### src/rtl/alu_issue_ctrl.sv
// ---------------------------------------------------------------------------
// alu_issue_ctrl
// Issue/writeback controller for an external combinational 16-bit ALU.
// It accepts one instruction at a time over a valid/ready handshake, reads
// its operands from an internal 4x16 register file, drives the ALU for one
// cycle, captures the result, and then writes it back along with the flags.
//
// Ports:
//   clk, rst_n       clock and asynchronous active-low reset
//   instr_valid/instr/instr_ready
//                    instruction handshake
//                      [15:12] op, [11:10] rd, [9:8] ra,
//                      [7] use_imm, [6:5] rb, [6:0] imm7
//   alu_a/alu_b/alu_op
//                    ALU operands; non-zero only during EXEC
//   alu_out/alu_flags
//                    ALU result and flags {ovf, sign, carry, zero}
//   res_valid        one-cycle completion pulse; res_data, res_flags and
//                    res_err are meaningful while it is high
//   flags_q          architectural flags register
//   dbg_addr/dbg_data
//                    combinational debug read port into the register file
// ---------------------------------------------------------------------------
module alu_issue_ctrl #(
    parameter int NREGS = 4
) (
    input  logic        clk,
    input  logic        rst_n,
    input  logic        instr_valid,
    input  logic [15:0] instr,
    output logic        instr_ready,
    output logic [15:0] alu_a,
    output logic [15:0] alu_b,
    output logic [3:0]  alu_op,
    input  logic [15:0] alu_out,
    input  logic [3:0]  alu_flags,
    output logic        res_valid,
    output logic [15:0] res_data,
    output logic [3:0]  res_flags,
    output logic        res_err,
    output logic [3:0]  flags_q,
    input  logic [1:0]  dbg_addr,
    output logic [15:0] dbg_data
);

    localparam int DATA_W = 16;

    typedef enum logic [1:0] {
        S_IDLE = 2'd0,
        S_EXEC = 2'd1,
        S_WB   = 2'd2
    } state_t;

    state_t              r_state;
    logic [DATA_W-1:0]   r_rf [NREGS];
    logic [3:0]          r_op;
    logic [1:0]          r_rd;
    logic                r_err;
    logic [DATA_W-1:0]   r_a;
    logic [DATA_W-1:0]   r_b;
    logic                r_res_valid;
    logic [DATA_W-1:0]   r_res_data;
    logic [3:0]          r_res_flags;
    logic                r_res_err;
    logic [3:0]          r_flags;

    // Instruction field decode
    logic [3:0]          w_op;
    logic [1:0]          w_rd;
    logic [1:0]          w_ra;
    logic                w_use_imm;
    logic [1:0]          w_rb;
    logic [6:0]          w_imm7;
    logic                w_exec;

    assign w_op      = instr[15:12];
    assign w_rd      = instr[11:10];
    assign w_ra      = instr[9:8];
    assign w_use_imm = instr[7];
    assign w_rb      = instr[6:5];
    assign w_imm7    = instr[6:0];
    assign w_exec    = (r_state == S_EXEC);

    always_ff @(posedge clk or negedge rst_n) begin
        if (!rst_n) begin
            r_state     <= S_IDLE;
            for (int i = 0; i < NREGS; i++) begin
                r_rf[i] <= '0;
            end
            r_op        <= '0;
            r_rd        <= '0;
            r_err       <= 1'b0;
            r_a         <= '0;
            r_b         <= '0;
            r_res_valid <= 1'b0;
            r_res_data  <= '0;
            r_res_flags <= '0;
            r_res_err   <= 1'b0;
            r_flags     <= '0;
        end else begin
            case (r_state)
                // Accept edge: operands are latched here, so a later write to
                // rd == ra/rb cannot disturb this instruction.
                S_IDLE: begin
                    if (instr_valid) begin
                        r_op    <= w_op;
                        r_rd    <= w_rd;
                        r_err   <= w_op[3];  // opcodes 8..15 are illegal
                        r_a     <= r_rf[w_ra];
                        r_b     <= w_use_imm ? {9'b0, w_imm7} : r_rf[w_rb];
                        r_state <= S_EXEC;
                    end
                end
                // ALU is driven this cycle; capture its outputs at the edge.
                S_EXEC: begin
                    r_res_data  <= r_err ? '0 : alu_out;
                    r_res_flags <= r_err ? '0 : alu_flags;
                    r_res_err   <= r_err;
                    r_res_valid <= 1'b1;
                    r_state     <= S_WB;
                end
                // Completion cycle; commit architectural state at the edge.
                S_WB: begin
                    r_res_valid <= 1'b0;
                    if (!r_err) begin
                        r_rf[r_rd] <= r_res_data;
                        r_flags    <= r_res_flags;
                    end
                    r_state <= S_IDLE;
                end
                default: begin
                    r_res_valid <= 1'b0;
                    r_state     <= S_IDLE;
                end
            endcase
        end
    end

    assign instr_ready = (r_state == S_IDLE);

    // ALU inputs are forced to zero outside EXEC; an illegal op runs as PASS.
    assign alu_a  = w_exec ? r_a : '0;
    assign alu_b  = w_exec ? r_b : '0;
    assign alu_op = (w_exec && !r_err) ? r_op : 4'd0;

    assign res_valid = r_res_valid;
    assign res_data  = r_res_data;
    assign res_flags = r_res_flags;
    assign res_err   = r_res_err;
    assign flags_q   = r_flags;
    assign dbg_data  = r_rf[dbg_addr];

endmodule

### config.mk
export PLATFORM = sky130hd
export DESIGN_NAME = alu_issue_ctrl
export DESIGN_NICKNAME = d
export VERILOG_FILES = /design/src/rtl/alu_issue_ctrl.sv
export SDC_FILE = /design/constraint.sdc
export NUM_CORES = 1
export LEC_CHECK = 0
export CORE_UTILIZATION = 47
export DETAILED_ROUTE_END_ITERATION = 8
export PLACE_DENSITY_LB_ADDON = 0.25
export SLEW_MARGIN = 25
export SYNTH_ARGS = -nofsm -noshare
export SYNTH_HDL_FRONTEND = slang
export SYNTH_SLANG_ARGS = --single-unit
### constraint.sdc
create_clock -name clk -period 1.75 [get_ports clk]
set_clock_uncertainty 0.1 [all_clocks]
set_input_delay 0.175 -clock clk [delete_from_list [all_inputs] [get_ports clk]]
set_output_delay 0.175 -clock clk [all_outputs]
set_load 0.02 [all_outputs]
==> impl_metrics.toml <==
# implementation run metrics
[synthesis]
synth_cell_types = 29
syn-mean-instance-area_um2 = 12.9
yosys_cells = 494
fp_nets = 535
adder_share_pct = 0

[pwr]
clk-power_uw = 2960
internal_power_uw = 9770

[timing]
hold_viol = 0
final.setup.worst_slack_ps = -165
setup_viol = 88

[worst_setup_path]
cp-end-kind = "register"
r2r-end = "r_rf[23]"
crit_family = "buffers and inverters"

[finish]
dominant_cells = "sequential cells"
sh_comb_area_pct = 33.8
fill_cells = 941

[outcome]
outcome = "finished with violations"
violations = "negative setup slack"

[clock_tree]
post_cts_buffers = 18
ctsRootBufferMaster = "clkbuf_16"
clock_path_buffers = 2

[floorplanning]
die_x_um = 118

[route]
viasPerCell = 5.48

[global_route]
grt_max_degree = 54
metrics by stage:
stage	hold slack (ps)	TNS [ps]	cell area, um2	worst slack, ps	total power (uW)
4_1_cts	130	-4250	8730	-128	13400
3_5_place_dp	0.0490	-13260	8120	-500	10300
6_report	134	-5980	9420	-165	14500
3_3_place_gp	-5.72	-12390	8120	-482	10000
5_1_grt	158	-11830	9420	-214	15100
2_1_floorplan	-221	-1740	6420	-141	8090
registers in the layout (all words and copies together) (netlist names):
name / cells
flags_q: 4
r_b: 16
r_a: 16
res_err: 1
r_rf: 64
res_valid: 1
r_rd: 2
res_data: 16
r_op: 4
res_flags: 4
r_state: 2
routing by layer:
layer	routed length (um)	global-route usage, %	vias up
met5	0	0	-
met4	581	11.7	0
met3	866	5.36	34
met2	9000	42.6	169
met1	7160	32.5	2421
li1	-	-	2145
Figure 1. Cell placement.
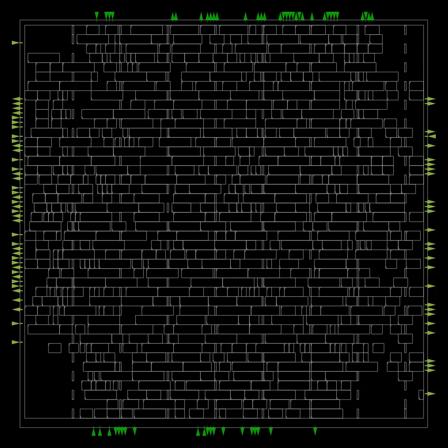
row cnt: 42
Util after Layout: 71.1%
Seq/total area: 34.6%
Core Area: 0.0132 mm2
final non-filler cell total: 871

Figure 2. Nets reached from selected ports.
(4 px per um)
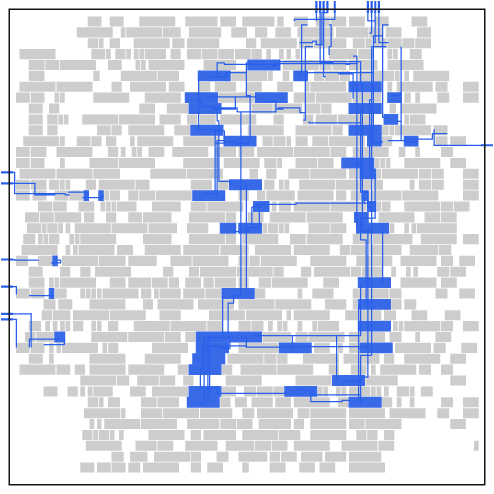
| colour | port | direction | edge | end cells | buffers | wire |
|---|---|---|---|---|---|---|
| blue | `instr` | input | 9 top, 6 left, 1 right | 50 | 22 | 1,370 um |
Port Buffers: 118
Top Ports: 120

Figure 3. Signal metal coverage by tile.
(3 px per um) 24 x 24 tiles, from dark blue (low) to red (high), scaled to the fullest tile. Values are wire area over tile area, all layers added.
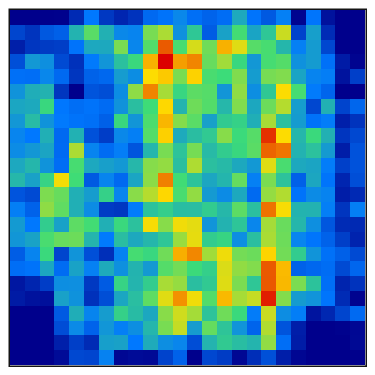
tiles over half the peak: 26%
fullest tile: 0.56
emptiest ninth of the die: bottom left
nearly empty tiles: 7.8%

No activity file was given, so power comes from the tool's default toggle rates.
